[src/rtl/exc_ctrl_pkg.sv]
// Shared constants for the exception controller: CP0 register addresses,
// exception codes, exception flag bit positions and the FSM state type.
package exc_ctrl_pkg;

    // CP0 register addresses
    localparam logic [4:0] CP0_COUNT   = 5'd9;
    localparam logic [4:0] CP0_COMPARE = 5'd11;
    localparam logic [4:0] CP0_STATUS  = 5'd12;
    localparam logic [4:0] CP0_CAUSE   = 5'd13;
    localparam logic [4:0] CP0_EPC     = 5'd14;
    localparam logic [4:0] CP0_PRID    = 5'd15;
    localparam logic [4:0] CP0_CONFIG  = 5'd16;

    // Exception codes driven on excepttype_o
    localparam logic [31:0] EXC_NONE    = 32'h0000_0000;
    localparam logic [31:0] EXC_INT     = 32'h0000_0001;
    localparam logic [31:0] EXC_SYSCALL = 32'h0000_0008;
    localparam logic [31:0] EXC_RI      = 32'h0000_000a;
    localparam logic [31:0] EXC_OV      = 32'h0000_000c;
    localparam logic [31:0] EXC_TRAP    = 32'h0000_000d;
    localparam logic [31:0] EXC_ERET    = 32'h0000_000e;

    // Bit positions inside exc_flags_i
    localparam int unsigned FLAG_SYSCALL = 0;
    localparam int unsigned FLAG_RI      = 1;
    localparam int unsigned FLAG_TRAP    = 2;
    localparam int unsigned FLAG_OV      = 3;
    localparam int unsigned FLAG_ERET    = 4;

    // Cause bits that software may write: IP1..IP0 (9:8), IV (23), WP (22)
    localparam logic [31:0] CAUSE_WR_MASK = 32'h00C0_0300;

    typedef enum logic {
        StIdle  = 1'b0,
        StFlush = 1'b1
    } exc_state_e;

endpackage

[src/rtl/exc_ctrl_if.sv]
// Memory-stage / CP0 side bundle of the exception controller.
// slave: the controller itself; master: the pipeline/CP0 driving it.
interface exc_ctrl_if;
    import exc_ctrl_pkg::*;

    logic        valid_i;
    logic [31:0] inst_addr_i;
    logic        in_delayslot_i;
    logic [4:0]  exc_flags_i;
    logic [31:0] cp0_status_i;
    logic [31:0] cp0_cause_i;
    logic [31:0] cp0_epc_i;
    logic        wb_cp0_we_i;
    logic [4:0]  wb_cp0_waddr_i;
    logic [31:0] wb_cp0_data_i;

    logic [31:0] excepttype_o;
    logic [31:0] exc_pc_o;
    logic        exc_bd_o;
    logic        flush_o;
    logic [31:0] new_pc_o;

    modport slave (
        input  valid_i, inst_addr_i, in_delayslot_i, exc_flags_i,
        input  cp0_status_i, cp0_cause_i, cp0_epc_i,
        input  wb_cp0_we_i, wb_cp0_waddr_i, wb_cp0_data_i,
        output excepttype_o, exc_pc_o, exc_bd_o, flush_o, new_pc_o
    );

    modport master (
        output valid_i, inst_addr_i, in_delayslot_i, exc_flags_i,
        output cp0_status_i, cp0_cause_i, cp0_epc_i,
        output wb_cp0_we_i, wb_cp0_waddr_i, wb_cp0_data_i,
        input  excepttype_o, exc_pc_o, exc_bd_o, flush_o, new_pc_o
    );

endinterface

[src/rtl/exc_ctrl_cp0_fwd.sv]
// CP0 forwarding network: merges an in-flight write-back CP0 write into the
// Status, Cause and EPC values seen by the exception decision (zero latency).
module cp0_fwd
    import exc_ctrl_pkg::*;
(
    input  logic [31:0] i_status,
    input  logic [31:0] i_cause,
    input  logic [31:0] i_epc,
    input  logic        i_we,
    input  logic [4:0]  i_waddr,
    input  logic [31:0] i_wdata,
    output logic [31:0] o_status,
    output logic [31:0] o_cause,
    output logic [31:0] o_epc
);

    // Select forwarded or architectural value per register
    always_comb begin
        o_status = i_status;
        o_cause  = i_cause;
        o_epc    = i_epc;
        if (i_we) begin
            if (i_waddr == CP0_STATUS) begin
                o_status = i_wdata;
            end
            // Only the software-writable Cause bits are taken from the write
            if (i_waddr == CP0_CAUSE) begin
                o_cause = (i_cause & ~CAUSE_WR_MASK) | (i_wdata & CAUSE_WR_MASK);
            end
            if (i_waddr == CP0_EPC) begin
                o_epc = i_wdata;
            end
        end
    end

endmodule

[src/rtl/exc_ctrl.sv]
// Exception/interrupt arbiter between the memory stage and CP0. Picks one
// exception per cycle, drives the CP0 capture signals, and sequences the
// pipeline flush and PC redirect.
module exc_ctrl
    import exc_ctrl_pkg::*;
#(
    parameter logic [31:0] EXC_VECTOR   = 32'h0000_0020,
    parameter int unsigned FLUSH_CYCLES = 2
) (
    input  logic     clk,
    input  logic     rst,
    exc_ctrl_if.slave bus
);

    localparam logic [2:0] FLUSH_LOAD = 3'(FLUSH_CYCLES - 1);

    exc_state_e  r_state;
    exc_state_e  w_state_nxt;
    logic [2:0]  r_cnt;
    logic [2:0]  w_cnt_nxt;
    logic [31:0] r_new_pc;
    logic [31:0] w_new_pc_nxt;

    logic [31:0] w_status;
    logic [31:0] w_cause;
    logic [31:0] w_epc;
    logic        w_int_pending;
    logic        w_eligible;
    logic [31:0] w_excepttype;
    logic        w_accept;
    logic [31:0] w_target;
    logic [31:0] w_exc_pc;

    cp0_fwd u_cp0_fwd (
        .i_status (bus.cp0_status_i),
        .i_cause  (bus.cp0_cause_i),
        .i_epc    (bus.cp0_epc_i),
        .i_we     (bus.wb_cp0_we_i),
        .i_waddr  (bus.wb_cp0_waddr_i),
        .i_wdata  (bus.wb_cp0_data_i),
        .o_status (w_status),
        .o_cause  (w_cause),
        .o_epc    (w_epc)
    );

    assign w_int_pending = (|(w_status[15:8] & w_cause[15:8])) & w_status[0] & ~w_status[1];

    // Events in FLUSH belong to instructions being squashed, so only IDLE listens
    assign w_eligible = bus.valid_i & (r_state == StIdle) & rst;

    // Fixed-priority exception selection
    always_comb begin
        w_excepttype = EXC_NONE;
        if (w_eligible) begin
            if (w_int_pending) begin
                w_excepttype = EXC_INT;
            end else if (bus.exc_flags_i[FLAG_SYSCALL]) begin
                w_excepttype = EXC_SYSCALL;
            end else if (bus.exc_flags_i[FLAG_RI]) begin
                w_excepttype = EXC_RI;
            end else if (bus.exc_flags_i[FLAG_TRAP]) begin
                w_excepttype = EXC_TRAP;
            end else if (bus.exc_flags_i[FLAG_OV]) begin
                w_excepttype = EXC_OV;
            end else if (bus.exc_flags_i[FLAG_ERET]) begin
                w_excepttype = EXC_ERET;
            end
        end
    end

    assign w_accept = (w_excepttype != EXC_NONE);
    assign w_target = (w_excepttype == EXC_ERET) ? w_epc : EXC_VECTOR;
    // A delay-slot instruction restarts at its branch
    assign w_exc_pc = bus.in_delayslot_i ? (bus.inst_addr_i - 32'd4) : bus.inst_addr_i;

    assign bus.excepttype_o = w_excepttype;
    assign bus.exc_pc_o     = w_accept ? w_exc_pc : 32'h0;
    assign bus.exc_bd_o     = w_accept & bus.in_delayslot_i;
    assign bus.flush_o      = w_accept | (r_state == StFlush);

    // Redirect target: live in the accept cycle, latched during FLUSH
    always_comb begin
        bus.new_pc_o = 32'h0;
        if (w_accept) begin
            bus.new_pc_o = w_target;
        end else if (r_state == StFlush) begin
            bus.new_pc_o = r_new_pc;
        end
    end

    // Next-state logic for the flush sequencer
    always_comb begin
        w_state_nxt  = r_state;
        w_cnt_nxt    = r_cnt;
        w_new_pc_nxt = r_new_pc;
        case (r_state)
            StIdle: begin
                if (w_accept) begin
                    w_new_pc_nxt = w_target;
                    w_cnt_nxt    = FLUSH_LOAD;
                    // A one-cycle flush is fully covered by the accept cycle
                    if (FLUSH_LOAD != 3'd0) begin
                        w_state_nxt = StFlush;
                    end
                end
            end
            StFlush: begin
                if (r_cnt <= 3'd1) begin
                    w_cnt_nxt   = 3'd0;
                    w_state_nxt = StIdle;
                end else begin
                    w_cnt_nxt = r_cnt - 3'd1;
                end
            end
            default: begin
                w_state_nxt = StIdle;
                w_cnt_nxt   = 3'd0;
            end
        endcase
    end

    // State registers with asynchronous active-low reset
    always_ff @(posedge clk or negedge rst) begin
        if (!rst) begin
            r_state  <= StIdle;
            r_cnt    <= 3'd0;
            r_new_pc <= 32'h0;
        end else begin
            r_state  <= w_state_nxt;
            r_cnt    <= w_cnt_nxt;
            r_new_pc <= w_new_pc_nxt;
        end
    end

endmodule
[src/flat_wrapper.sv]
// flat-port wrapper written by rule: the top's interface ports become plain ports
module exc_ctrl_flat import exc_ctrl_pkg::*;
#(
    parameter logic [31:0] EXC_VECTOR   = 32'h0000_0020,
    parameter int unsigned FLUSH_CYCLES = 2
)
  (clk, rst, bus_valid_i, bus_inst_addr_i, bus_in_delayslot_i, bus_exc_flags_i, bus_cp0_status_i, bus_cp0_cause_i, bus_cp0_epc_i, bus_wb_cp0_we_i, bus_wb_cp0_waddr_i, bus_wb_cp0_data_i, bus_excepttype_o, bus_exc_pc_o, bus_exc_bd_o, bus_flush_o, bus_new_pc_o);
  exc_ctrl_if bus_i ();
  input  logic clk;
  input  logic rst;
  input wire logic [$bits(bus_i.valid_i)-1:0] bus_valid_i;
  input wire logic [$bits(bus_i.inst_addr_i)-1:0] bus_inst_addr_i;
  input wire logic [$bits(bus_i.in_delayslot_i)-1:0] bus_in_delayslot_i;
  input wire logic [$bits(bus_i.exc_flags_i)-1:0] bus_exc_flags_i;
  input wire logic [$bits(bus_i.cp0_status_i)-1:0] bus_cp0_status_i;
  input wire logic [$bits(bus_i.cp0_cause_i)-1:0] bus_cp0_cause_i;
  input wire logic [$bits(bus_i.cp0_epc_i)-1:0] bus_cp0_epc_i;
  input wire logic [$bits(bus_i.wb_cp0_we_i)-1:0] bus_wb_cp0_we_i;
  input wire logic [$bits(bus_i.wb_cp0_waddr_i)-1:0] bus_wb_cp0_waddr_i;
  input wire logic [$bits(bus_i.wb_cp0_data_i)-1:0] bus_wb_cp0_data_i;
  output wire logic [$bits(bus_i.excepttype_o)-1:0] bus_excepttype_o;
  output wire logic [$bits(bus_i.exc_pc_o)-1:0] bus_exc_pc_o;
  output wire logic [$bits(bus_i.exc_bd_o)-1:0] bus_exc_bd_o;
  output wire logic [$bits(bus_i.flush_o)-1:0] bus_flush_o;
  output wire logic [$bits(bus_i.new_pc_o)-1:0] bus_new_pc_o;
  assign bus_i.valid_i = bus_valid_i;
  assign bus_i.inst_addr_i = bus_inst_addr_i;
  assign bus_i.in_delayslot_i = bus_in_delayslot_i;
  assign bus_i.exc_flags_i = bus_exc_flags_i;
  assign bus_i.cp0_status_i = bus_cp0_status_i;
  assign bus_i.cp0_cause_i = bus_cp0_cause_i;
  assign bus_i.cp0_epc_i = bus_cp0_epc_i;
  assign bus_i.wb_cp0_we_i = bus_wb_cp0_we_i;
  assign bus_i.wb_cp0_waddr_i = bus_wb_cp0_waddr_i;
  assign bus_i.wb_cp0_data_i = bus_wb_cp0_data_i;
  assign bus_excepttype_o = bus_i.excepttype_o;
  assign bus_exc_pc_o = bus_i.exc_pc_o;
  assign bus_exc_bd_o = bus_i.exc_bd_o;
  assign bus_flush_o = bus_i.flush_o;
  assign bus_new_pc_o = bus_i.new_pc_o;
  exc_ctrl #(.EXC_VECTOR(EXC_VECTOR), .FLUSH_CYCLES(FLUSH_CYCLES)) u_core (.clk(clk), .rst(rst), .bus(bus_i));
endmodule
[config.mk]
export PLATFORM = sky130hd
export DESIGN_NAME = exc_ctrl_flat
export DESIGN_NICKNAME = d
export VERILOG_FILES = /design/src/rtl/exc_ctrl_pkg.sv /design/src/rtl/exc_ctrl_if.sv /design/src/rtl/exc_ctrl_cp0_fwd.sv /design/src/rtl/exc_ctrl.sv /design/src/flat_wrapper.sv
export SDC_FILE = /design/constraint.sdc
export NUM_CORES = 1
export LEC_CHECK = 0
export CELL_PAD_IN_SITES_DETAIL_PLACEMENT = 1
export CELL_PAD_IN_SITES_GLOBAL_PLACEMENT = 2
export CORE_MARGIN = 2
export CORE_UTILIZATION = 16
export DETAILED_ROUTE_END_ITERATION = 8
export MAX_ROUTING_LAYER = met4
export PLACE_DENSITY_LB_ADDON = 0.05
export SYNTH_ARGS = -nofsm -noshare
export SYNTH_HDL_FRONTEND = slang
export SYNTH_SLANG_ARGS = --single-unit
[constraint.sdc]
create_clock -name clk -period 6.1 [get_ports clk]
set_input_delay 1.83 -clock clk [delete_from_list [all_inputs] [get_ports clk]]
set_output_delay 1.83 -clock clk [all_outputs]
set_load 0.1 [all_outputs]
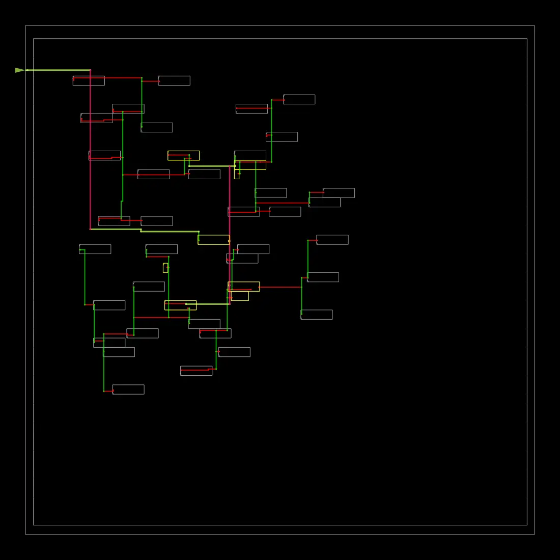
**Above:** run 1 (clock routing).
setup skew after layout: 0.00684 ns
count of clock tree sinks: 36
clock buffer instance count of the final layout: 8

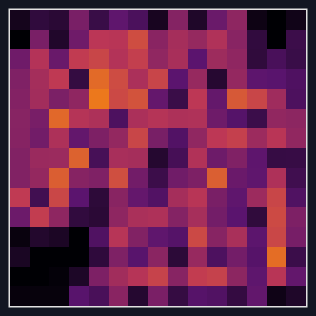
**Above:** run 1 (placement density heat map).
(2 px per um) 15 x 15 tiles, from black (low) to pale yellow (high), 0 to 100% covered.
mean over tiles: 32%
nearly empty tiles: 5.8%
fullest tile: 69%
emptiest ninth of the die: lower left
fp_density: 0.163
core area: 20300 um^2
fin util: 0.359

==> impl_metrics.tcl, run 1 <==
# yosys + openroad results
set metrics [dict create \
    ys_seq_share 0.272 \
    peakVddDrop_mv 0.0995 \
    timing.setup.critical_path_class "primary input to primary output" \
    synth.cellmix.compoundShare 0.179 \
    holdCritStartpoint "u_core.r_new_pc[9]" \
    layout_cell_share_with_drive_strength_beyond_1 0.348 \
    most_numerous_cell_on_the_critical_path "buf_12" \
    max_flop_register "u_core.r_new_pc" \
    final.hold.worst_slack_ns 0.488 \
    netSwitchingPower_uw 657 \
    synth-seq-cells 36 \
    multiInputGateArea_um2 2530 \
    cts_inserted_buffers 5 \
    ys_area_um2 3320 \
    ys_cells 395 \
    grt_pass1_vias 3988 \
    placement.cell_area_um2 6600 \
    path_cells "dlygate4sd2_1 -> nand4b_4 -> nor3_4 -> buf_12 -> mux2i_2 -> or4_4 -> o21a_4 -> buf_12 -> buf_16 -> o21ai_4 -> buf_12" \
    clock.fmax_mhz 167 \
    synth.largest_area_cell "dfrtp_1" \
    cp-start-kind "primary input" \
    grt.total_usage 0.139 \
    fillers 2268 \
    muxShareOfSynthArea 0.118 \
    die_width_um 148 \
    critical_path.max_fanout 7 \
    worst_hold_path.num_cells 1 \
    cts_root_buf "clkbuf_16" \
    leakage_nw 2.79 \
    power_density_cells_nw_per_um2 192 \
    end_point_of_the_most_critical_hold_path "u_core.r_new_pc[9]" \
    synth-edff-count 0 \
    postSynthAreaPerCell_um2 8.40 \
    tightestPinTransition_ns 0.503 \
    cp-end-kind "primary output" \
    layout_top_registers "u_core.r_new_pc: 32 flops, u_core.r_cnt: 3 flops, u_core.r_state: 1 flops" \
    clk_pin_slew_ns 0.05 \
    total_power_mw 1.40 \
    die_h_um 148 \
    grt_start_max_net_pins 39 \
    layout_min_cycle_time_ns 5.99 \
    status "complete, no violations" \
    hold_buffer_count_at_cts 0 \
]
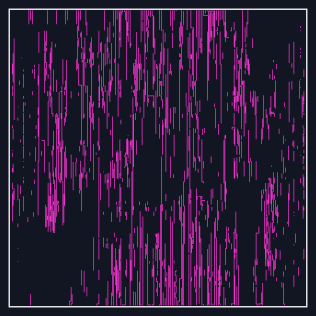
**Above:** run 1 (the metal 2 layer).
(2 px per um)
main direction: vertical
nets with wire on the layer: 700
longest straight run: 74.3 um
share of all routed wire: 52%
wire length on this layer: 7950 um
M2 GR Usage: 0.248
vias after detailed routing: 3766

-- run 1: repair_timing --
action,4_1_cts,5_1_grt
endpoints found under the setup margin,65,8
gates resized,69,2
gates cloned,7,0
buffers inserted,9,0
pin swaps,9,1
-- run 1: layer usage --
metal | up-vias | global-route usage | share of wire
met5 | - | - | 0
met4 | 0 | 0.0190 | 0.0056
met3 | 6 | 0.0293 | 0.057
met2 | 120 | 0.248 | 0.52
met1 | 1805 | 0.164 | 0.42
li1 | 1835 | - | -
-- run 1: power groups by stage --
stage	sequential [mW]	combinational, mW	clock, mW
finish	0.269	0.872	0.263
global route	0.271	0.916	0.279
floorplan	0.270	0.507	0
CTS	0.269	0.883	0.271
global placement	0.271	0.820	0
detailed placement	0.273	0.829	0
==> run 1 -> run 2 <==
==> constraint.sdc (replaced) <==
create_clock -name clk -period 6.19 [get_ports clk]
set_input_delay 1.857 -clock clk [delete_from_list [all_inputs] [get_ports clk]]
set_output_delay 1.857 -clock clk [all_outputs]
set_load 0.1 [all_outputs]
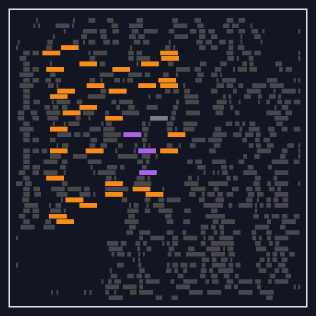
**Above:** run 2 (register map, names as in the netlist).
(2 px per um) Other sequential cells in the stronger grey, the rest of the logic in the fainter grey.
legend:
  orange:
    netlist_name: u_core.r_new_pc
    flops: 32
  purple:
    netlist_name: u_core.r_cnt
    flops: 3
Storage cell area: 901 um^2
power attributed to sequential cells: 265 uW
fin util: 0.357
flip-flop and latch share of the layout cell area: 0.124

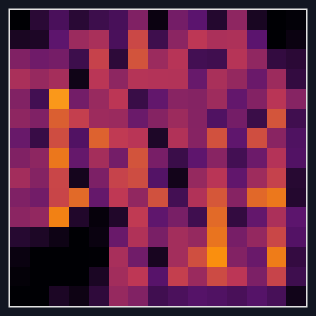
**Above:** run 2 (placement density heat map).
(2 px per um) 15 x 15 tiles, from black (low) to pale yellow (high), 0 to 100% covered.
fullest tile: 78%
mean over tiles: 32%
tiles over 75% full: 0.90%
densest ninth of the die: middle left
emptiest ninth of the die: lower left

==> impl_metrics.tcl, run 2 <==
# yosys + openroad results
set metrics [dict create \
    cp-start-kind "primary input" \
    critical_path.max_fanout 5 \
    layout_top_registers "u_core.r_new_pc: 32 flops, u_core.r_cnt: 3 flops, u_core.r_state: 1 flops" \
    final.hold.worst_slack_ns 0.486 \
    peakVddDrop_mv 0.0993 \
    timing.setup.critical_path_class "primary input to primary output" \
    status "complete, no violations" \
    floorplan.core_util 0.163 \
    clockNetworkPower_uw 240 \
    worst_hold_path.num_cells 1 \
    synth.cellmix.compoundShare 0.179 \
    routed-via-count 3729 \
    synth.largest_area_cell "dfrtp_1" \
    cp-end-kind "primary output" \
    power-top-group "combinational logic" \
    cts.sink_count 36 \
    most_numerous_cell_on_the_critical_path "buf_12" \
    max_flop_register "u_core.r_new_pc" \
    leakage_nw 2.75 \
    muxShareOfSynthArea 0.118 \
    clock-skew-final_ns 0.00437 \
    power_density_cells_nw_per_um2 192 \
    pwr.group.combinational_uw 886 \
    postCtsSetupBuffers 7 \
    placement.cell_area_um2 6560 \
    grt.total_usage 0.139 \
    synth-edff-count 0 \
    end_point_of_the_most_critical_hold_path "u_core.r_new_pc[9]" \
    total_power_mw 1.39 \
    layout_min_cycle_time_ns 6.08 \
    clk_pin_slew_ns 0.05 \
    cts_root_buf "clkbuf_16" \
]
[run 2: netlist changes by cell type in the layout (fill, tap and decap cells not counted), moves of 2 or more]
cell	delta
buf_4	-11
o21ai_1	-4
buf_6	+3
dlygate4sd2_1	-2
nor2_2	-2
nor2_4	+2
o21ai_2	+2
[run 2: area by class of cell]
type,count,area [um^2]
well taps,270,338
inverters,8,30.0
multi-input cells,328,2550
repair buffers,247,3290
flip-flops and latches,36,901
clock buffers,6,129
fillers,2256,13000
clock inverters,1,5.00
[run 2: layer usage]
metal	track usage	wire length, um	vias up
li1	-	-	1808
met1	0.178	6600	1775
met2	0.226	7290	132
met3	0.0284	877	14
met4	0.0329	259	0
met5	-	0	-
==> run 2 -> run 3 <==
==> constraint.sdc (replaced) <==
create_clock -name clk -period 6.19 [get_ports clk]
set_input_delay 1.238 -clock clk [delete_from_list [all_inputs] [get_ports clk]]
set_output_delay 1.238 -clock clk [all_outputs]
set_load 0.1 [all_outputs]
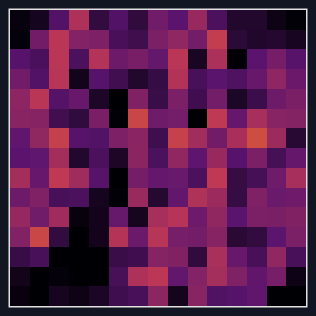
**Above:** run 3 (placement density heat map).
(2 px per um) 15 x 15 tiles, from black (low) to pale yellow (high), 0 to 100% covered.
nearly empty tiles: 8.4%
mean over tiles: 26%
densest ninth of the die: middle right
fin util: 0.293

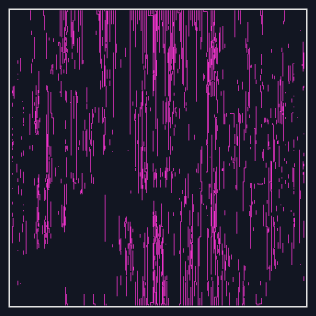
**Above:** run 3 (the metal 2 layer).
(2 px per um)
main direction: vertical
wire length on this layer: 6520 um
longest straight run: 61.9 um
share of all routed wire: 50%
vias after detailed routing: 3554
M2 GR Usage: 0.202
total wire length: 13.1 mm

==> impl_metrics.tcl, run 3 <==
# yosys + openroad results
set metrics [dict create \
    hold_buffer_count_at_cts 0 \
    grt.total_usage 0.117 \
    ys_area_um2 3320 \
    muxShareOfSynthArea 0.118 \
    clk_pin_slew_ns 0.05 \
    multiInputGateArea_um2 2160 \
    seqAreaFraction 0.152 \
    cts.sink_count 36 \
    worst_hold_path.num_cells 1 \
    ys_cells 395 \
    synth.largest_area_cell "dfrtp_1" \
    max_flop_register "u_core.r_new_pc" \
    status "complete, no violations" \
    ys_seq_share 0.272 \
    peakVddDrop_mv 0.109 \
    cts_root_buf "clkbuf_16" \
    grt_pass1_vias 3720 \
    total_power_mw 1.31 \
    die_width_um 148 \
    post_cts_resized 0 \
    most_numerous_cell_on_the_critical_path "buf_4" \
    coreArea_um2 20300 \
    power_density_cells_nw_per_um2 221 \
    clockNetworkPower_uw 315 \
    clock.fmax_mhz 181 \
    grt_start_max_net_pins 72 \
    logic_gate_count 328 \
    largestClassByArea "buffers" \
    synth.cellmix.compoundShare 0.179 \
    pwr.group.sequential_uw 265 \
    die_h_um 148 \
    cp-end-kind "primary output" \
    timing.setup.critical_path_class "primary input to primary output" \
    top_usage_layer "met2" \
    layout_top_registers "u_core.r_new_pc: 32 flops, u_core.r_cnt: 3 flops, u_core.r_state: 1 flops" \
    clock-skew-final_ns 0.00538 \
    holdCritStartpoint "u_core.r_new_pc[9]" \
    num_tap_cells 270 \
    grt.met3_usage 0.0377 \
    groute.layer.met1.usage 0.135 \
    power-top-group "combinational logic" \
    postCtsSetupBuffers 0 \
    pwr.group.combinational_uw 730 \
    clockBufferCount 7 \
    layout_cell_share_with_drive_strength_beyond_1 0.176 \
    comb-cell-share 0.364 \
    path_cells "clkdlybuf4s50_1 -> nand4b_4 -> nor3_4 -> mux2i_1 -> or4_4 -> o21a_2 -> buf_4 -> o21ai_1 -> buf_4" \
    layout.clock.cell_area_share 0.0307 \
    synth-edff-count 0 \
    n_all_buffers 206 \
]
## run 3: cell counts after synthesis
No cell type changed its count.
## run 3: worst max path at each step
stage,end,startpoint,slack (ns),cells after the start
5_1_grt,bus_new_pc_o[2],bus_wb_cp0_waddr_i[3],0.47,9
3_5_place_dp,bus_new_pc_o[25],bus_wb_cp0_we_i,0.62,9
3_3_place_gp,bus_new_pc_o[22],bus_wb_cp0_we_i,0.66,9
2_1_floorplan,bus_new_pc_o[0],bus_wb_cp0_waddr_i[4],0.08,7
4_1_cts,bus_new_pc_o[24],bus_wb_cp0_we_i,0.61,9
6_report,bus_new_pc_o[24],bus_wb_cp0_we_i,0.66,9
## run 3: per-layer routing
metal	part of all wire	wire, um
met4	0.0076	100
met2	0.50	6520
met1	0.41	5410
met3	0.081	1060
met5	0	0
No activity file was given, so power comes from the tool's default toggle rates.
